Figure 1. Clock distribution (run 1).
Drawn at 3 px/um.
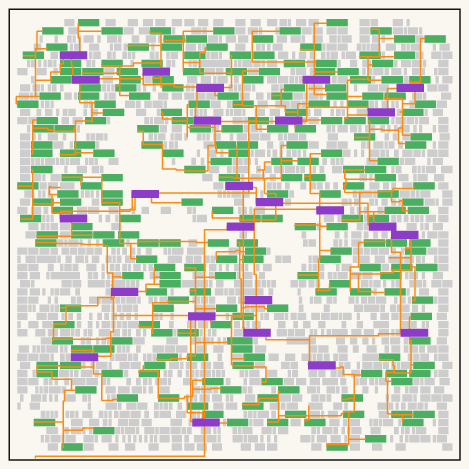
Figure 2. Clock wiring as the flow saved it (run 1).
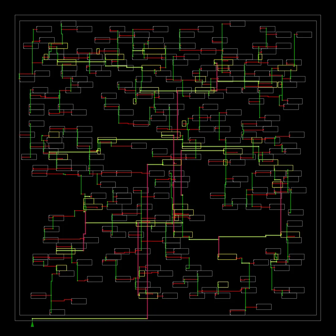
Figure 3. Met2 routing (run 1).
Drawn at 3 px/um.
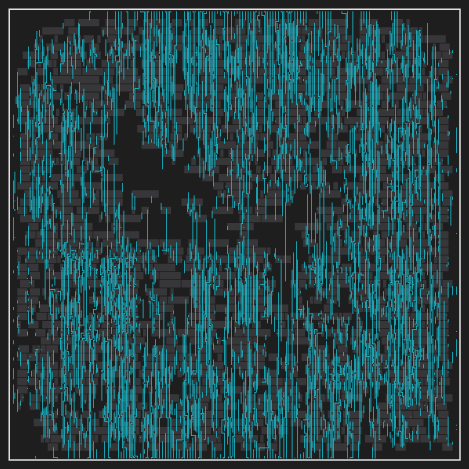
`config.mk`:
```
export PLATFORM = sky130hd
export DESIGN_NAME = mem_access_stage
export DESIGN_NICKNAME = d
export VERILOG_FILES = /design/src/rtl/mem_access_stage.sv
export SDC_FILE = /design/constraint.sdc
export NUM_CORES = 1
export LEC_CHECK = 0
export CORE_MARGIN = 2
export CORE_UTILIZATION = 51
export DETAILED_ROUTE_END_ITERATION = 16
export PLACE_DENSITY_LB_ADDON = 0.25
export SLEW_MARGIN = 20
export SYNTH_ARGS = -nofsm -noshare
export SYNTH_HDL_FRONTEND = slang
export SYNTH_SLANG_ARGS = --single-unit
```
`constraint.sdc`:
```
create_clock -name clk -period 6.7 [get_ports clk]
set_input_delay 1.005 -clock clk [delete_from_list [all_inputs] [get_ports clk]]
set_output_delay 1.005 -clock clk [all_outputs]
set_load 0.01 [all_outputs]
```
`src/rtl/mem_access_stage.sv`:
```
// MEM pipeline stage: issues loads/stores on a req/ack data bus, stalls upstream
// while a transfer is outstanding and loads the MEM/WB register (mem_out/inst/pc).
module mem_access_stage #(
    parameter int unsigned TIMEOUT = 32'd255
) (
    input  logic        clk,
    input  logic        rst,
    input  logic [31:0] exe_out,
    input  logic [31:0] exe_inst,
    input  logic [31:0] exe_pc,
    input  logic        exe_valid,
    input  logic [31:0] exe_store_data,
    output logic        dmem_req,
    output logic        dmem_we,
    output logic [31:0] dmem_addr,
    output logic [31:0] dmem_wdata,
    output logic [3:0]  dmem_be,
    input  logic [31:0] dmem_rdata,
    input  logic        dmem_ack,
    output logic        stall,
    output logic [31:0] mem_out,
    output logic [31:0] mem_inst,
    output logic [31:0] mem_pc,
    output logic        mem_valid,
    output logic        addr_err,
    output logic        bus_err
);

    localparam int unsigned CW = $clog2(TIMEOUT + 32'd2);

    localparam logic [5:0] OP_LW  = 6'h23;
    localparam logic [5:0] OP_LB  = 6'h20;
    localparam logic [5:0] OP_LBU = 6'h24;
    localparam logic [5:0] OP_SW  = 6'h2B;
    localparam logic [5:0] OP_SB  = 6'h28;

    typedef enum logic [0:0] {
        ST_IDLE = 1'b0,
        ST_WAIT = 1'b1
    } state_t;

    function automatic logic is_mem_op(input logic [5:0] op);
        case (op)
            OP_LW, OP_LB, OP_LBU, OP_SW, OP_SB: is_mem_op = 1'b1;
            default:                            is_mem_op = 1'b0;
        endcase
    endfunction

    function automatic logic is_store_op(input logic [5:0] op);
        is_store_op = (op == OP_SW) || (op == OP_SB);
    endfunction

    // Big-endian lanes: offset 0 lives in bits 31:24.
    function automatic logic [3:0] lane_be(input logic [5:0] op, input logic [1:0] lane);
        if (op == OP_SB) begin
            case (lane)
                2'd0:    lane_be = 4'b1000;
                2'd1:    lane_be = 4'b0100;
                2'd2:    lane_be = 4'b0010;
                default: lane_be = 4'b0001;
            endcase
        end else begin
            lane_be = 4'hF;
        end
    endfunction

    function automatic logic [31:0] lane_wdata(input logic [5:0] op, input logic [31:0] data);
        case (op)
            OP_SB:   lane_wdata = {4{data[7:0]}};
            OP_SW:   lane_wdata = data;
            default: lane_wdata = 32'h0000_0000;
        endcase
    endfunction

    function automatic logic [31:0] load_result(input logic [5:0] op, input logic [1:0] lane,
                                                input logic [31:0] rdata);
        logic [7:0] sel;
        case (lane)
            2'd0:    sel = rdata[31:24];
            2'd1:    sel = rdata[23:16];
            2'd2:    sel = rdata[15:8];
            default: sel = rdata[7:0];
        endcase
        case (op)
            OP_LB:   load_result = {{24{sel[7]}}, sel};
            OP_LBU:  load_result = {24'h00_0000, sel};
            default: load_result = rdata;
        endcase
    endfunction

    state_t          state_r, state_s;
    logic [CW-1:0]   cnt_r, cnt_s;
    logic [31:0]     hold_inst_r, hold_pc_r, hold_out_r, hold_data_r;
    logic [31:0]     mem_out_r, mem_inst_r, mem_pc_r;
    logic            mem_valid_r, addr_err_r, bus_err_r, bus_err_s;
    logic [5:0]      op_s, src_op_s, hold_op_s;
    logic [31:0]     src_out_s, src_data_s;
    logic            aligned_s, launch_s, misalign_s, in_wait_s;
    logic            timeout_hit_s, ack_s, bus_on_s;

    assign op_s          = exe_inst[31:26];
    assign hold_op_s     = hold_inst_r[31:26];
    assign aligned_s     = ~((op_s == OP_LW) || (op_s == OP_SW)) || (exe_out[1:0] == 2'b00);
    assign launch_s      = ~rst && (state_r == ST_IDLE) && exe_valid && is_mem_op(op_s) && aligned_s;
    assign misalign_s    = ~rst && (state_r == ST_IDLE) && exe_valid && is_mem_op(op_s) && ~aligned_s;
    assign in_wait_s     = ~rst && (state_r == ST_WAIT);
    // bus_err_r is raised exactly in the cycle the counter reaches TIMEOUT.
    assign timeout_hit_s = in_wait_s && bus_err_r;
    assign ack_s         = in_wait_s && dmem_ack && ~timeout_hit_s;
    assign bus_on_s      = launch_s || (in_wait_s && ~timeout_hit_s);
    assign stall         = launch_s || (in_wait_s && ~dmem_ack && ~timeout_hit_s);

    // Bus fields come from the live EXE/MEM inputs in IDLE and from the captured copy in WAIT.
    always_comb begin
        src_op_s   = op_s;
        src_out_s  = exe_out;
        src_data_s = exe_store_data;
        if (state_r == ST_WAIT) begin
            src_op_s   = hold_op_s;
            src_out_s  = hold_out_r;
            src_data_s = hold_data_r;
        end else begin
            src_op_s   = op_s;
            src_out_s  = exe_out;
            src_data_s = exe_store_data;
        end
    end

    // Bus outputs are forced to zero whenever no request is active.
    always_comb begin
        dmem_req   = 1'b0;
        dmem_we    = 1'b0;
        dmem_addr  = 32'h0000_0000;
        dmem_be    = 4'h0;
        dmem_wdata = 32'h0000_0000;
        if (bus_on_s) begin
            dmem_req   = 1'b1;
            dmem_we    = is_store_op(src_op_s);
            dmem_addr  = {src_out_s[31:2], 2'b00};
            dmem_be    = lane_be(src_op_s, src_out_s[1:0]);
            dmem_wdata = lane_wdata(src_op_s, src_data_s);
        end else begin
            dmem_req   = 1'b0;
        end
    end

    // Next-state and wait-counter logic.
    always_comb begin
        state_s = state_r;
        cnt_s   = cnt_r;
        case (state_r)
            ST_IDLE: begin
                if (launch_s) begin
                    state_s = ST_WAIT;
                    cnt_s   = CW'(1);
                end else begin
                    state_s = ST_IDLE;
                    cnt_s   = '0;
                end
            end
            ST_WAIT: begin
                if (timeout_hit_s || ack_s) begin
                    state_s = ST_IDLE;
                    cnt_s   = '0;
                end else begin
                    state_s = ST_WAIT;
                    cnt_s   = cnt_r + CW'(1);
                end
            end
            default: begin
                state_s = ST_IDLE;
                cnt_s   = '0;
            end
        endcase
        bus_err_s = (TIMEOUT != 32'd0) && (state_s == ST_WAIT) && (cnt_s == CW'(TIMEOUT));
    end

    // FSM state, wait counter and error pulses.
    always_ff @(posedge clk) begin
        if (rst) begin
            state_r    <= ST_IDLE;
            cnt_r      <= '0;
            bus_err_r  <= 1'b0;
            addr_err_r <= 1'b0;
        end else begin
            state_r    <= state_s;
            cnt_r      <= cnt_s;
            bus_err_r  <= bus_err_s;
            addr_err_r <= misalign_s;
        end
    end

    // Snapshot of the launching instruction, used for the bus and for retirement.
    always_ff @(posedge clk) begin
        if (rst) begin
            hold_inst_r <= 32'h0000_0000;
            hold_pc_r   <= 32'h0000_0000;
            hold_out_r  <= 32'h0000_0000;
            hold_data_r <= 32'h0000_0000;
        end else if (launch_s) begin
            hold_inst_r <= exe_inst;
            hold_pc_r   <= exe_pc;
            hold_out_r  <= exe_out;
            hold_data_r <= exe_store_data;
        end
    end

    // MEM/WB register; a bubble is presented to WB while a transfer is outstanding.
    always_ff @(posedge clk) begin
        if (rst) begin
            mem_valid_r <= 1'b0;
            mem_inst_r  <= 32'h0000_0000;
            mem_out_r   <= 32'h0000_0000;
            mem_pc_r    <= 32'h0000_0000;
        end else if (state_r == ST_IDLE) begin
            if (launch_s) begin
                mem_valid_r <= 1'b0;
                mem_inst_r  <= 32'h0000_0000;
            end else begin
                mem_valid_r <= exe_valid && ~misalign_s;
                mem_inst_r  <= (exe_valid && ~misalign_s) ? exe_inst : 32'h0000_0000;
                mem_out_r   <= exe_out;
                mem_pc_r    <= exe_pc;
            end
        end else if (ack_s) begin
            mem_valid_r <= 1'b1;
            mem_inst_r  <= hold_inst_r;
            mem_pc_r    <= hold_pc_r;
            mem_out_r   <= is_store_op(hold_op_s) ? hold_out_r
                                                  : load_result(hold_op_s, hold_out_r[1:0], dmem_rdata);
        end else if (timeout_hit_s) begin
            mem_valid_r <= 1'b0;
            mem_inst_r  <= 32'h0000_0000;
            mem_out_r   <= hold_out_r;
            mem_pc_r    <= hold_pc_r;
        end else begin
            mem_valid_r <= 1'b0;
            mem_inst_r  <= 32'h0000_0000;
        end
    end

    assign mem_valid = mem_valid_r;
    assign mem_inst  = mem_inst_r;
    assign mem_out   = mem_out_r;
    assign mem_pc    = mem_pc_r;
    assign addr_err  = addr_err_r;
    assign bus_err   = bus_err_r;

endmodule

```
==> notes.md, run 1 <==
Summary of implementation figures.

Floorplan
For this configuration, the core starts out at a cell density of about half. The core outline area is between 0.02 and 0.025 mm2. The boundary pin count is 334. The width of the die is 150 um. The flow inserted between 200 and 300 tap cells. The number of rows in the core area is approximately 53. The vertical die dimension is around 150 um.

Setup path
The highest cell delay on the worst timing path is between 600 and 700 ps. The critical register-to-register path endpoint is hold_pc_r[6]. The startpoint identified for the worst register-to-register timing path is state_r. STA classifies the critical path startpoint as an input port. The report lists the cells along the critical path as clkdlybuf4s50_1, a211o_1, a2111oi_4, and2_4, nor2_4, buf_4, nor2_1, clkdlybuf4s50_1. For the worst setup path, the data arrival time is ~4300 ps. The worst register-to-register path depth is 6.

The slack of the worst reg-to-reg path is ~3300 ps. Along the worst path, the maximum fanout reaches a little under 60. The buffers plus inverters on the worst setup path is 3.

The critical path capture point type is a primary output. The cell depth of the worst setup path is 8. The cell with the largest stage delay on the worst path is sky130_fd_sc_hd__and2_4. Counting stages on the worst path, the most repeated cell is sky130_fd_sc_hd__clkdlybuf4s50_1. In the setup report, the worst path falls into the class input port to primary output. The critical path ends at dmem_addr[28]. The worst path required time is 5690 ps.

The dominant delay contributor by cell family on the critical path is buffers and inverters. The start point of the critical path is exe_inst[26].

Hold path
Looking at the hold checks, the worst path lands on hold_pc_r[9]. The report gives the cell count of the worst hold path as 2. The path category of the worst min-delay check is register to register.

Global route
The global-route track usage on met3 is around 6.3%. The via count of the first global-routing pass came to approximately 10000. met2 is the most crowded layer.

Entering global routing, the biggest net connects roughly 100 pins. The first global-routing pass estimated 52800 um of wire. The global routing report lists combined usage of all routing layers as slightly below 30%. The initial antenna violation count is 2. The met1 capacity usage during global routing is 37.1%.

Synth
Per the post-synthesis stats, the area per cell is 8.02 um2. The biggest area consumer among synthesized cells is sky130_fd_sc_hd__dfxtp_1. The sequential-to-total area share from yosys stat is between 40% and 50%. In the synthesized netlist, mux cells make up slightly below 9% of the area. Per the synthesis report, the adder-cell share of the synthesized area is less than 1%.

The mapped netlist covers around 0.011 mm2. In the synthesized netlist, the number of instances is ~1400. The most instantiated flip-flop cell in the synthesis netlist is sky130_fd_sc_hd__dfxtp_1. By count the netlist is led by sky130_fd_sc_hd__nand2_1, sky130_fd_sc_hd__dfxtp_1, sky130_fd_sc_hd__a21oi_1, sky130_fd_sc_hd__nor2_1. The distinct cell type count after synthesis is between 50 and 60. The area fraction of the largest cell type after synthesis is 43.8%. The number of cells in Yosys stat is ~1400. After synthesis, the share of flip-flops with an asynchronous set or reset is 0%.

Of the total synthesized cell area, the portion taken by XOR and XNOR cells is less than 1%. For this run, the chip area from Yosys synthesis comes to ~0.011 mm2. The post-synthesis compound-gate area fraction is between 20% and 30%. The post-synth register bit count is about 240. The largest family of logic cells by area is AND-OR/OR-AND gates. In this run, synthesis inferred 0 flip-flops with an integrated enable.

The yosys warning tally is 0. The main area contributors are sky130_fd_sc_hd__dfxtp_1, sky130_fd_sc_hd__nand2_1, sky130_fd_sc_hd__a21oi_1, sky130_fd_sc_hd__mux2i_1, sky130_fd_sc_hd__nor2_1.

Finish
The finished layout reports a core utilization of between 70% and 80%. The fraction of area in registers is a little under a third. Summing all multi-input logic gate instances after layout gives between 0.005 and 0.006 mm2. The multi-input logic cell count is 988. The final net count is ~1800. The count of inserted antenna diode cells is 1. The area growth from synthesis to final layout is 38.1%. Non-clock inverters in the final layout number 6.

The largest cell class by area is combinational gates. Non-clock buffers in the final layout number roughly 350. Per the cell usage report, the commonest logic cells after layout are sky130_fd_sc_hd__clkdlybuf4s50_1, sky130_fd_sc_hd__nand2_1, sky130_fd_sc_hd__dfxtp_1. In the final layout, multi-input gates take up 37.2% of the cell area.

Summing all flip-flop and latch instances after layout gives ~0.0047 mm2. The fraction of area in clock buffers and inverters is 5.61%. Excluding fillers, the count of instances in the completed layout stands at ~1900. The fraction of layout cells with a size suffix above 1 is approximately 6.5%.

The most used logic cell in the final layout is sky130_fd_sc_hd__clkdlybuf4s50_1. The number of inserted filler cells in the final layout is about 1700. The final-layout clock buffer total is 36. The non-clock buffer area fraction after layout is about 23%. The design area is 0.0150 mm2.

Pwr
Sequential cells account for 45.3% of the total power. The reported net switching power is about 780 uW. The standby leakage power is slightly above 5 nW.

In this run, the combinational gates consume about an eighth of the power. The design draws ~3.3 mW. The report lists the power per cell area as around 220 mW/mm2. The sequential power reported by the tool is between 1 and 1.5 mW. Switching power as a fraction of the total was reported as 24.0%.

The highest-power group is sequential cells. The internal power consumption is ~2.5 mW. The flow reports power dissipated in combinational cells as around 380 uW.

Timing
Setup repair after global routing left no endpoint under its margin. Static timing analysis puts the maximum clock frequency at roughly 190 MHz. The slew at the pin closest to its max-slew limit is approximately 1100 ps. The final worst hold slack is roughly 450 ps. The number of failing hold endpoints at the final stage is 0. The final timing report lists a max-slew violation count of 0.

In the final timing run, aggregate negative setup slack is 0 ps. The max-slew headroom at the worst pin is between 20 and 30%. Dividing the final minimum period by the clock period gives between 70 and 80%. The final critical-path setup slack is approximately 1400 ps. The last timing report of the flow puts the setup violation total at 0.

The final critical delay including setup and external delays is ~5300 ps.

Drt
In the detailed route, the total length drawn on met3 is 3200 um. The number of nets with antenna violations after detailed routing is 0. The amount of wire on met2 after detailed routing is approximately 16000 um.

In the log, the iteration count for the first detailed-route pass is 5. For this sky-water flow run, the detailed-routed wirelength per cell is reported as 18.1 um. The detailed router put a total of around 14000 um of wire on met1. The vias per cell is 5.64. After the first detailed-routing iteration, the DRC count stood at ~690. The post-route DRC violation count is 0.

The uppermost layer routed is met4.

Outcome
The run finished with clean final reports.

Run
The number of max-cap violations is 0. The tool warning count for the run is 26.

Clock network
The clock input transition at the sequential cells of the worst setup and hold paths is roughly 60 ps. The number of levels the H-tree was split into is 1. After clock tree synthesis, the repair step resized 0 gates. The clock root buffer is sky130_fd_sc_hd__clkbuf_16. The number of clock sinks is ~240. The maximum buffer depth of the clock tree is 3. Once the clock tree was built, the setup fixing pass inserted 0 buffers. TritonCTS built the clock tree. The post-CTS hold buffer count recorded in the log is 0.

Placed design
The placement-stage worst setup slack is roughly 1400 ps. The final weighted congestion recorded by global placement is 0.889. Counting tap cells, the placed design contains a total of approximately 1900 instances.

The number of buffers added on ports is ~330. According to the dpl log, the detail-placed design has an HPWL of roughly 23000 um.
Notes on Figure 1 above:
- orange: clock wires (length 2900 um)
- green: flip-flops (count 237)
- purple: clock-net drivers (count 25)
- flops lie: spread over the die
clock network power: 1.40 mW
clk_lat worst skew: 540 ps
part of the power in the clock network: 43.0%
Final Skew: 13.5 ps

Notes on Figure 2 above:
flip-flops: 237
TritonCTS Buffers: 25

Notes on Figure 3 above:
- wire length on this layer: 16100 um
- longest straight run: 64.6 um
- main direction: vertical
met2 track utilization from global routing: 47.7%
via count: 10700
total wirelength of the detailed-routed design: 34400 um

==> inputs of run 2 (changes only) <==
Settings changed: CORE_UTILIZATION 51 to 43.
Clock period 6.7 ns to 4.65 ns, I/O delays scaled along.
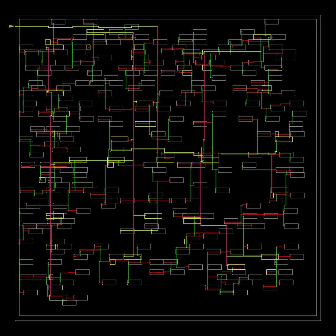
Figure 4: run 2, clock wiring as the flow saved it.
Final Skew: 17.1 ps
clock network power: 2.13 mW
clock net sink count: 237
clk_lat worst skew: 530 ps

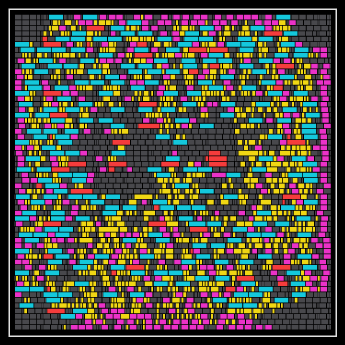
Figure 5: run 2, placed cells, one color a class.
Drawn at 2 px/um. Fill, decap, tap and diode cells in gray.
- cyan: registers (cells 237)
- red: clock drivers and dummy loads (cells 48)
- yellow: remaining logic cells (cells 994)
- magenta: remaining buffers and delay cells (cells 353)
final design instance area without fill: 0.0151 mm2
fin util: 60.6%
core footprint: 0.0250 mm2

==> notes.md, run 2 <==
Summary of implementation figures.

Setup path
The kind of critical path is register to primary output. In this run the number of cells on the critical path is 5. For the worst setup path, the data required time is 3950 ps.

The cell with the largest stage delay on the worst path is sky130_fd_sc_hd__dfxtp_4. The start point of the critical path is state_r. The worst endpoint data arrival time is 3620 ps. For reference, the critical path cell chain is nor3b_1, nor2_4, buf_4, a21oi_1, clkdlybuf4s50_1. The buffers plus inverters on the worst setup path is 2. The slack of the worst reg-to-reg path is 1370 ps. Per the timing report, the biggest fanout along the worst path comes to roughly 57.

The start of the worst register-to-register path is state_r. For this run, the slowest stage of the critical path takes 920 ps. STA classifies the critical path endpoint as a primary output.

Logic depth along the worst register-to-register path is recorded as 8. The kind of launch point of the worst setup path is a register. The capture point of the critical path is dmem_be[0].

Pwr
Summed over all cells, the static leakage comes to between 5 and 6 nW. Combinational logic burns 11.6% of the power. The flow reports that sequential cells draw roughly 44% of the design power. The combinational power reported by the tool is approximately 560 uW. The flow reports that the clock network draws between 40% and 50% of the design power. Per report_power, the Sequential row totals around 2.1 mW. Per the OpenROAD power report, switching power amounts to 1.16 mW. For this design the ratio of total power to cell area is roughly 320 mW/mm2. The design draws 4.80 mW.

Finish
The non-clock buffer area fraction after layout is 23.1%. The final net count is approximately 1800. The fraction of area in registers is roughly a third. The most used logic cell in the final layout is sky130_fd_sc_hd__clkdlybuf4s50_1. The dominant kind of cell is combinational gates.

The total of plain and repair buffers excluding clock buffers is about 350. There are about 240 flip-flops and latches. The finished layout holds between 1500 and 2000 standard cells, fillers aside. The number of inserted filler cells in the final layout is between 2000 and 2500.

The combined area of the multi-input logic cells is roughly 0.0056 mm2. The fraction of area in clock buffers and inverters is between 5 and 6%. Of the cells placed in the final design, the portion with a size suffix greater than 1 is 7.05%. Per the layout report, the design carries 6 non-clock inverters. Leaving out fill and tap cells, the most frequent cells in the layout are sky130_fd_sc_hd__clkdlybuf4s50_1, sky130_fd_sc_hd__nand2_1, sky130_fd_sc_hd__dfxtp_1. The layout contains a multi-input combinational cell count of a little under 1000. The flow measured a signed area growth from synthesis to layout of 39.7%.

Timing
Checking max transition, the worst relative margin is between 30% and 40%. The ratio of final minimum period to clock period is between 90 and 100%. The worst path meets setup with 328 ps of slack. Adding up every negative setup slack in the final design gives 0 ps. Final hold analysis gives a worst-case slack of roughly 450 ps. Setup repair after global routing left no endpoint under its margin. Per the final report, max-transition violations number 0.

The final-report setup violation count is 0.

Synth
The average cell area after synthesis is roughly 8 um2. The number of cells in Yosys stat is 1351. Synthesis produced a netlist whose cell count is roughly 1400.

The largest family of logic cells by area is AND-OR/OR-AND gates. The number of flip-flops and latches in the synthesized netlist is roughly 240. The share of synthesized area in the top cell type comes to about 44%. The biggest area consumer among synthesized cells is sky130_fd_sc_hd__dfxtp_1. The post-synthesis compound-gate area fraction is between 20% and 30%.

After synthesis, the cell types taking the most area are sky130_fd_sc_hd__dfxtp_1, sky130_fd_sc_hd__nand2_1, sky130_fd_sc_hd__a21oi_1, sky130_fd_sc_hd__mux2i_1, sky130_fd_sc_hd__nor2_1. Yosys reported that registers with async set or reset make up 0%. Post-synth the commonest register cell is sky130_fd_sc_hd__dfxtp_1. Counting instances in the post-synthesis netlist gives the leading cell types as sky130_fd_sc_hd__nand2_1, sky130_fd_sc_hd__dfxtp_1, sky130_fd_sc_hd__a21oi_1, sky130_fd_sc_hd__nor2_1. The distinct cell type count after synthesis is between 50 and 60.

The synthesized design contains 0 enable-type register cells. Before any placement, the netlist area is recorded as between 0.01 and 0.015 mm2. The synthesized netlist devotes 0.647% of its cell area to XOR and XNOR gates. Summing the sequential cell areas from Yosys gives between 40% and 50% of the chip area.

The multiplexer share of the synthesized area is 8.71%.

Placed design
The global placement routability congestion is roughly 0.87. During placement, the flow inserted port buffers numbering roughly 330. The placement-stage worst setup slack is roughly 420 ps.

Global route
The initial antenna violation count was 1. The via count of the first global-routing pass is roughly 10000. The global-route wire length before repair is 54600 um. met2 is the most crowded layer.

Entering global routing, the biggest net connects 93 pins. met1 track demand over resource after global routing is 32.8%.

Drt
The routed via count is between 10000 and 15000. In the detailed route, the total length drawn on met3 is 2870 um. In the detailed route, the total length drawn on met2 is 16900 um. The DRC violation total left in the routed layout is recorded as 0. The violation tally recorded at the end of detailed-routing iteration 0 is 911. The routed design shows a via density per instance of 5.41.

Clock network
The maximum buffer depth of the clock tree is 3. The clock buffer count from CTS is 26. The clock input transition at the sequential cells of the worst setup and hold paths is roughly 60 ps.

The post-cts repair resize count is 0. The clock root buffer is sky130_fd_sc_hd__clkbuf_16. Post-CTS timing repair inserted 0 buffers for setup. TritonCTS built the clock tree. In this run, post-CTS hold repair placed 0 buffers.

Hold path
The end of the worst hold path is hold_data_r[9]. The worst hold path passes through 2 cells.

Floorplan
The floorplan report gives the top-level pin count as 334. The number of rows in the core area is 58.

Run
Max-cap violations in this run came to 0.

Outcome
The flow ran to the end, and the final reports show no timing, DRC or antenna violations.
Power and IR drop assume default switching activity.
